**Track usage over the die**

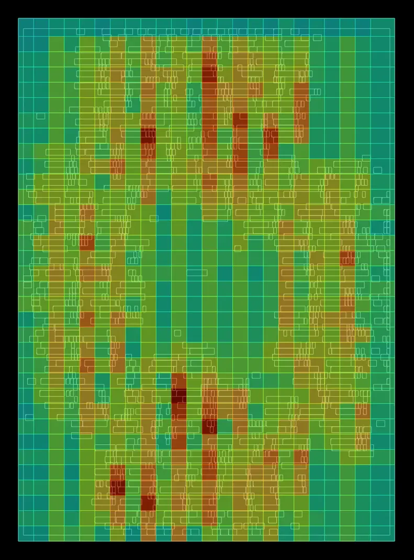
**Met1 routing**

Scale bar: 50 um.
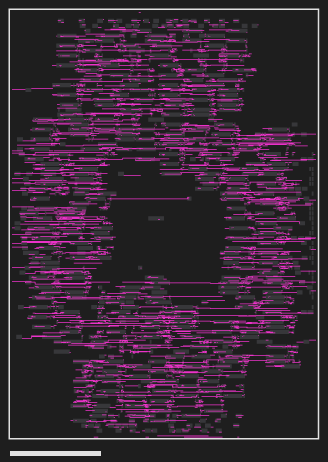
## src/rtl/axi_chan_buf_pkg.sv

```systemverilog
// Shared AXI channel field types and packed payload widths for axi_chan_buf instances.
// Packed structs fix the packing order: first declared field lands in the MSBs.
package axi_chan_buf_pkg;

    typedef logic [3:0]  axi_id_t;
    typedef logic [31:0] axi_addr_t;
    typedef logic [7:0]  axi_len_t;
    typedef logic [2:0]  axi_size_t;
    typedef logic [1:0]  axi_burst_t;
    typedef logic [63:0] axi_data_t;
    typedef logic [7:0]  axi_strb_t;
    typedef logic [1:0]  axi_resp_t;
    typedef logic        axi_last_t;

    typedef struct packed {
        axi_id_t    id;
        axi_addr_t  addr;
        axi_len_t   len;
        axi_size_t  size;
        axi_burst_t burst;
    } axi_a_chan_t;

    typedef struct packed {
        axi_data_t data;
        axi_strb_t strb;
        axi_last_t last;
    } axi_w_chan_t;

    typedef struct packed {
        axi_id_t   id;
        axi_resp_t resp;
    } axi_b_chan_t;

    typedef struct packed {
        axi_id_t   id;
        axi_data_t data;
        axi_resp_t resp;
        axi_last_t last;
    } axi_r_chan_t;

    localparam int AXI_A_PAYLOAD_W = $bits(axi_a_chan_t);
    localparam int AXI_W_PAYLOAD_W = $bits(axi_w_chan_t);
    localparam int AXI_B_PAYLOAD_W = $bits(axi_b_chan_t);
    localparam int AXI_R_PAYLOAD_W = $bits(axi_r_chan_t);

    localparam logic [31:0] STALL_CNT_MAX = 32'hFFFF_FFFF;

endpackage

```

## src/rtl/axi_chan_buf_mem.sv

```systemverilog
// DEPTH x DATA_W storage for axi_chan_buf: synchronous write, combinational read, no reset.
module axi_chan_buf_mem #(
    parameter int DATA_W = 64,
    parameter int DEPTH  = 4
) (
    input  logic                     clk,
    input  logic                     we,
    input  logic [$clog2(DEPTH)-1:0] waddr,
    input  logic [DATA_W-1:0]        wdata,
    input  logic [$clog2(DEPTH)-1:0] raddr,
    output logic [DATA_W-1:0]        rdata
);

    logic [DATA_W-1:0] mem_r [DEPTH];

    // Write port: store the pushed payload at the write pointer.
    always_ff @(posedge clk) begin
        if (we) begin
            mem_r[waddr] <= wdata;
        end
    end

    assign rdata = mem_r[raddr];

endmodule

```

## src/rtl/axi_chan_buf.sv

```systemverilog
// First-word-fall-through valid/ready channel buffer with registered ready and status.
// Optional statistics (stall_cnt, max_count) are built only with AXI_CHAN_BUF_STATS_EN.
module axi_chan_buf
    import axi_chan_buf_pkg::*;
#(
    parameter int DATA_W    = 64,
    parameter int DEPTH     = 4,
    parameter int AFULL_LVL = DEPTH - 1
) (
    input  logic                       clk,
    input  logic                       rst,
    input  logic                       s_valid,
    output logic                       s_ready,
    input  logic [DATA_W-1:0]          s_data,
    output logic                       m_valid,
    input  logic                       m_ready,
    output logic [DATA_W-1:0]          m_data,
    output logic [$clog2(DEPTH+1)-1:0] count,
    output logic                       empty,
    output logic                       afull,
    output logic [31:0]                stall_cnt,
    output logic [$clog2(DEPTH+1)-1:0] max_count
);

    localparam int PW = $clog2(DEPTH);
    localparam int CW = $clog2(DEPTH + 1);

    logic [PW-1:0] wr_ptr_r;
    logic [PW-1:0] rd_ptr_r;
    logic [CW-1:0] count_r;
    logic [CW-1:0] count_s;
    logic          s_ready_r;
    logic          m_valid_r;
    logic          empty_r;
    logic          afull_r;
    logic          push_s;
    logic          pop_s;

    // Handshakes only use registered flags, so m_ready never reaches s_ready.
    assign push_s = s_valid & s_ready_r;
    assign pop_s  = m_valid_r & m_ready;

    // Next occupancy from this cycle's push/pop.
    always_comb begin
        count_s = count_r;
        case ({push_s, pop_s})
            2'b10:   count_s = count_r + CW'(1);
            2'b01:   count_s = count_r - CW'(1);
            default: count_s = count_r;
        endcase
    end

    // Pointers, occupancy and status flags, all registered off the next count.
    always_ff @(posedge clk or posedge rst) begin
        if (rst) begin
            wr_ptr_r  <= '0;
            rd_ptr_r  <= '0;
            count_r   <= '0;
            s_ready_r <= 1'b1;
            m_valid_r <= 1'b0;
            empty_r   <= 1'b1;
            afull_r   <= 1'b0;
        end else begin
            if (push_s) begin
                wr_ptr_r <= wr_ptr_r + PW'(1);
            end
            if (pop_s) begin
                rd_ptr_r <= rd_ptr_r + PW'(1);
            end
            count_r   <= count_s;
            s_ready_r <= (count_s != CW'(DEPTH));
            m_valid_r <= (count_s != CW'(0));
            empty_r   <= (count_s == CW'(0));
            afull_r   <= (count_s >= CW'(AFULL_LVL));
        end
    end

    axi_chan_buf_mem #(
        .DATA_W (DATA_W),
        .DEPTH  (DEPTH)
    ) u_mem (
        .clk   (clk),
        .we    (push_s),
        .waddr (wr_ptr_r),
        .wdata (s_data),
        .raddr (rd_ptr_r),
        .rdata (m_data)
    );

    assign s_ready = s_ready_r;
    assign m_valid = m_valid_r;
    assign count   = count_r;
    assign empty   = empty_r;
    assign afull   = afull_r;

`ifdef AXI_CHAN_BUF_STATS_EN
    logic [31:0]   stall_cnt_r;
    logic [CW-1:0] max_count_r;

    // Saturating upstream stall counter and occupancy high-water mark.
    always_ff @(posedge clk or posedge rst) begin
        if (rst) begin
            stall_cnt_r <= 32'd0;
            max_count_r <= '0;
        end else begin
            if (s_valid && !s_ready_r && (stall_cnt_r != STALL_CNT_MAX)) begin
                stall_cnt_r <= stall_cnt_r + 32'd1;
            end
            if (count_s > max_count_r) begin
                max_count_r <= count_s;
            end
        end
    end

    assign stall_cnt = stall_cnt_r;
    assign max_count = max_count_r;
`else
    assign stall_cnt = 32'd0;
    assign max_count = CW'(0);
`endif

endmodule

```

## config.mk

```make
export PLATFORM = sky130hd
export DESIGN_NAME = axi_chan_buf
export DESIGN_NICKNAME = d
export VERILOG_FILES = /design/src/rtl/axi_chan_buf_pkg.sv /design/src/rtl/axi_chan_buf_mem.sv /design/src/rtl/axi_chan_buf.sv
export SDC_FILE = /design/constraint.sdc
export NUM_CORES = 1
export LEC_CHECK = 0
export ABC_AREA = 1
export CORE_ASPECT_RATIO = 1.4
export CORE_MARGIN = 2
export CORE_UTILIZATION = 30
export DETAILED_ROUTE_END_ITERATION = 7
export GPL_ROUTABILITY_DRIVEN = 0
export HOLD_SLACK_MARGIN = 0.05
export PLACE_DENSITY = 0.51
export SYNTH_ARGS = -nofsm -noshare
export SYNTH_HDL_FRONTEND = slang
export SYNTH_HIERARCHICAL = 1
export SYNTH_SLANG_ARGS = --single-unit
```

## constraint.sdc

```tcl
create_clock -name clk -period 8.25 [get_ports clk]
set_clock_uncertainty 0.1 [all_clocks]
set_input_delay 1.65 -clock clk [delete_from_list [all_inputs] [get_ports clk]]
set_output_delay 1.65 -clock clk [all_outputs]
set_load 0.02 [all_outputs]
```

==> run notes <==
impl run done, here's what came out: # diodes=2, postcts setup bufs=0, FF/Latch Area=7970 um^2, adder share=0.00282, CTS tree=built, status=completed, P_seq=roughly 0.0019 W, placed cell count=1,676, Area leader share=0.667, fin util=0.375, Clock transition at path regs=around 0.06 ns, Compound Share, Synth=0, tool warnings=26, CTS buffer count=28, layout cell share with drive strength beyond 1=0.0534, ClkCell Share=0.0636, most frequent logic cell in the layout=nand2_1, vias in the first global route=7,324, maximum vdd drop=0.000213 V, gr busiest metal=met2, fmax=190 MHz, largest combinational cell category by area=simple AND/OR/NAND/NOR gates, final period utilization=0.638, Synthesis Warnings=6
## Picture notes: 'track usage over the die'
met1 Usage GRT: 0.141
met2 usage in global routing: 0.234

## Picture notes: 'met1 routing'
1,152 nets have wire on it. The layer carries 9,890 um of wire. The longest straight run is 45.1 um. The wires run mostly horizontal.

==> synthesized netlist by cell type <==
cell type	instances
dfstp_2	2
nand3_1	132
ha_1	1
nand2_2	2
buf_2	21
clkbuf_1	4
conb_1	1
inv_1	267
nor2_1	7
xnor2_1	1
nor3_1	4
inv_2	3
fa_1	1
dfrtp_1	9
xor2_1	3
buf_4	49
nor2_2	1
nand2_1	329
buf_1	2
edfxtp_1	256
nand4_2	1
==> critical path: stages, from the launching register on <==
cell             delay, ns
dfrtp_4               0.68
inv_4                 0.58
buf_4                 0.72
nand2_1               0.12
nand3_1               0.11
nand2_1               0.11
clkdlybuf4s50_1       0.55
==> registers in the layout (all words and copies together), names as in the netlist <==
signal / flops
u_mem/mem_r: 256
count: 3
rd_ptr_r: 2
wr_ptr_r: 2
afull: 1
empty: 1
m_valid: 1
s_ready: 1
